Met3 routing:
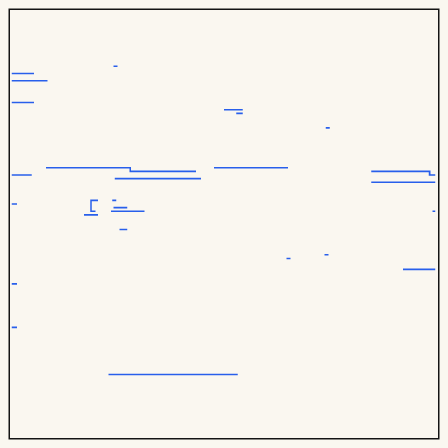
I/O pins on the die edge:
Pins as bars across the die edge, other pins in gray.
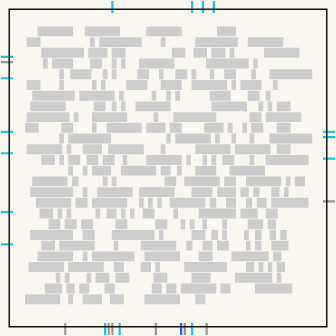
Register map, names as in the netlist:
Other sequential cells in the stronger gray, the rest of the logic in the fainter gray.
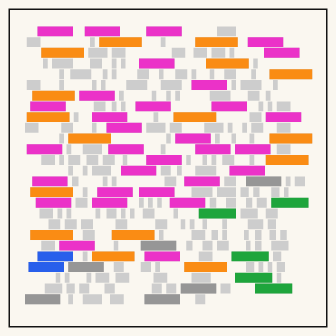
===== src/rtl/i2s_tx.sv =====
// I2S master transmitter: one-entry sample buffer feeding a stereo frame serialiser,
// with bit clock and word select divided down from the system clock.
module i2s_tx #(
    parameter int DATA_W    = 16,
    parameter int SLOT_W    = 16,
    parameter int SCK_DIV   = 4,
    parameter int DUP_RIGHT = 1
) (
    input  logic                     clk,
    input  logic                     rst,
    input  logic signed [DATA_W-1:0] din,
    input  logic                     din_vld,
    output logic                     din_rdy,
    output logic                     sck,
    output logic                     ws,
    output logic                     sd,
    output logic                     frame_start,
    output logic                     underrun
);

    localparam int FRAME_W = 2 * SLOT_W;
    localparam int BIT_CW  = $clog2(FRAME_W);
    localparam int DIV_CW  = (SCK_DIV > 1) ? $clog2(SCK_DIV) : 1;

    localparam logic [DIV_CW-1:0] DIV_LAST = DIV_CW'(SCK_DIV - 1);
    localparam logic [BIT_CW-1:0] BIT_LAST = BIT_CW'(FRAME_W - 1);
    localparam logic [BIT_CW-1:0] WS_LO    = BIT_CW'(SLOT_W - 1);
    localparam logic [BIT_CW-1:0] WS_HI    = BIT_CW'(FRAME_W - 2);

    logic [DIV_CW-1:0]         div_cnt;
    logic [BIT_CW-1:0]         bit_cnt;
    logic [BIT_CW-1:0]         bit_nxt;
    logic [FRAME_W-1:0]        shreg;
    logic [FRAME_W-1:0]        frame_nxt;
    logic signed [DATA_W-1:0]  hold;
    logic                      full;
    logic                      fe;
    logic                      load;
    logic                      hs;

    // Left-justify the sample in its slot; the right slot mirrors it or stays silent.
    function automatic logic [FRAME_W-1:0] build_frame(input logic signed [DATA_W-1:0] s);
        logic [SLOT_W-1:0] slot;
        slot = '0;
        slot[SLOT_W-1 -: DATA_W] = s;
        return (DUP_RIGHT != 0) ? {slot, slot} : {slot, {SLOT_W{1'b0}}};
    endfunction

    assign din_rdy   = ~full;
    assign hs        = din_vld & ~full;
    assign fe        = (div_cnt == DIV_LAST) & sck;
    assign bit_nxt   = (bit_cnt == BIT_LAST) ? '0 : bit_cnt + BIT_CW'(1);
    assign load      = fe & (bit_cnt == BIT_LAST);
    assign frame_nxt = full ? build_frame(hold) : '0;

    // Bit clock divider
    always_ff @(posedge clk or posedge rst) begin
        if (rst) begin
            div_cnt <= '0;
            sck     <= 1'b0;
        end else if (div_cnt == DIV_LAST) begin
            div_cnt <= '0;
            sck     <= ~sck;
        end else begin
            div_cnt <= div_cnt + DIV_CW'(1);
        end
    end

    // Serialiser: sd and ws only move on sck falling edges
    always_ff @(posedge clk or posedge rst) begin
        if (rst) begin
            bit_cnt     <= BIT_LAST;
            ws          <= 1'b0;
            sd          <= 1'b0;
            shreg       <= '0;
            frame_start <= 1'b0;
            underrun    <= 1'b0;
        end else begin
            frame_start <= load;
            underrun    <= load & ~full;
            if (fe) begin
                bit_cnt <= bit_nxt;
                ws      <= (bit_nxt >= WS_LO) && (bit_nxt <= WS_HI);
                if (load) begin
                    sd    <= frame_nxt[FRAME_W-1];
                    shreg <= {frame_nxt[FRAME_W-2:0], 1'b0};
                end else begin
                    sd    <= shreg[FRAME_W-1];
                    shreg <= {shreg[FRAME_W-2:0], 1'b0};
                end
            end
        end
    end

    // A load from empty may coincide with a capture; the new sample waits for the next frame.
    always_ff @(posedge clk or posedge rst) begin
        if (rst) begin
            full <= 1'b0;
        end else if (hs) begin
            full <= 1'b1;
        end else if (load) begin
            full <= 1'b0;
        end
    end

    always_ff @(posedge clk) begin
        if (hs) begin
            hold <= din;
        end
    end

endmodule


===== config.mk =====
export PLATFORM = sky130hd
export DESIGN_NAME = i2s_tx
export DESIGN_NICKNAME = d
export VERILOG_FILES = /design/src/rtl/i2s_tx.sv
export SDC_FILE = /design/constraint.sdc
export NUM_CORES = 1
export LEC_CHECK = 0
export CELL_PAD_IN_SITES_DETAIL_PLACEMENT = 1
export CELL_PAD_IN_SITES_GLOBAL_PLACEMENT = 1
export CORE_MARGIN = 3
export CORE_UTILIZATION = 45
export DETAILED_ROUTE_END_ITERATION = 7
export PLACE_DENSITY_LB_ADDON = 0.1
export SETUP_SLACK_MARGIN = 0.15
export SYNTH_ARGS = -nofsm -noshare
export SYNTH_HDL_FRONTEND = slang
export SYNTH_SLANG_ARGS = --single-unit

===== constraint.sdc =====
create_clock -name clk -period 2.65 [get_ports clk]
set_clock_uncertainty 0.1 [all_clocks]
set_input_delay 0.53 -clock clk [delete_from_list [all_inputs] [get_ports clk]]
set_output_delay 0.53 -clock clk [all_outputs]
set_load 0.1 [all_outputs]

==> metrics.csv <==
metric,value,unit
drive_above_1_share,15.5,%
rows,26,
drt_first_pass_iters,4,
reg2reg_setup_slack,430,ps
required,2800,ps
ys_sh_mux,0,%
cts.sinks,60,
reg2reg_to,shreg[14],
rr_startpoint,bit_cnt[0],
powerDensity,573,nW/µm²
critPathBufInv,0,
status,"complete, no violations",
timing.setup.tns,0,ps
placed_area,2730,µm²
cts_buffer_depth,2,
hold_depth,1,
wl_per_cell,17.2,µm
wirelength,5.30,mm
grt.busiest_layer,met2,
worstSetupStartpointType,flip-flop,
crit_top_cell,ha_1,
grt_max_degree,45,
nets,255,
synth-adder-area-share,1.51,%
htreeDepth,3,
period_used_share,83.8,%
ctsResizeCount,0,
ant_nets,0,
hold_class,flip-flop to flip-flop,
slew_viol_final,0,
worstMarginPinSlew,741,ps
hpwl,3.45,mm
grt_overflow_total,0,
met3WireLength,152,µm
critical_path.top_delay_family,simple AND/OR/NAND/NOR gates,
clk_pin_slew_worst_paths,60,ps
avgSynthCellArea,11.9,µm²
wl_met1,2.31,mm
Notes on 'met3 routing' above:
nets with wire on the layer: 16
share of all routed wire: 2.9%
wire length on this layer: 153 µm
main direction: horizontal
longest straight run: 23.9 µm

Notes on 'I/O pins on the die edge' above:
[din] cyan | pins: 16 | direction: input | edge: 6 left, 4 top, 3 bottom, 3 right
[din_vld] blue | pins: 1 | direction: input | edge: bottom
PortBufs: 24
Die Width: 80.2 µm

Notes on 'register map, names as in the netlist' above:
[div_cnt] blue | flops: 2
[shreg] magenta | flops: 31
[hold] orange | flops: 16 | where: spread over the die
[bit_cnt] green | flops: 5 | where: bottom right
not colored: 6

layout by cell type (no fill, tap or decap), types with 2 or more instances in the layout:
cell type        count
nor2_1              66
clkdlybuf4s50_1     18
clkbuf_1             4
dfstp_2              5
ha_1                 3
a31oi_1              2
o21ai_0              6
a221oi_2             8
nand2_1              8
inv_1                2
edfxtp_1            16
clkinv_2             2
buf_4               11
a221oi_1            23
dfrtp_1             39
clkbuf_8             9
cells by family after synthesis:
logic type,Yosys count
XOR/XNOR,2
buffers and inverters,18
AND/OR/NAND/NOR,83
AND-OR/OR-AND,42
adder cells (fa/ha/maj),3
flip-flops,60
state kept, by name (all words and copies together), names as in the netlist, 2 cells and up:
name,cells
hold,16
bit_cnt,5
shreg,31
div_cnt,2
cell usage after synthesis (2+ instances only):
cell      number  area, µm²
a221oi_1      23        201
buf_2          8       40.0
edfxtp_1      16        480
a31oi_1        2       12.5
nor2_1        66        248
nand2_1        8       30.0
dfrtp_1       39        976
o21ai_0        6       30.0
dfstp_2        5        131
clkbuf_1       2       7.51
a221oi_2       8        120
inv_1          2       7.51
buf_4          2       15.0
ha_1           3       37.5
buf_6          3       33.8
through the flow:
stage	utilization, %	total power, µW
floorplan	-	978
global placement	52.5	1010
detailed placement	52.5	1010
CTS	55.5	1680
global route	55.5	1730
finish	55.5	1650
layout make-up:
class	count	area share (%)
Clock buffer	13	4.81
Timing Repair Buffer	29	9.09
Sequential cell	60	55.0
Multi-Input combinational cell	130	27.2
Clock inverter	3	0.476
Inverter	3	0.476
Tap cell	70	3.03
where the power goes:
group / leakage [µW] / internal (µW) / switching (µW)
clock: 0.0000788 / 334 / 329
combinational: 0.000483 / 24.0 / 17.0
sequential: 0.000732 / 951 / 0
total: 0.00129 / 1310 / 346
Power is estimated from default activity; no workload was simulated.
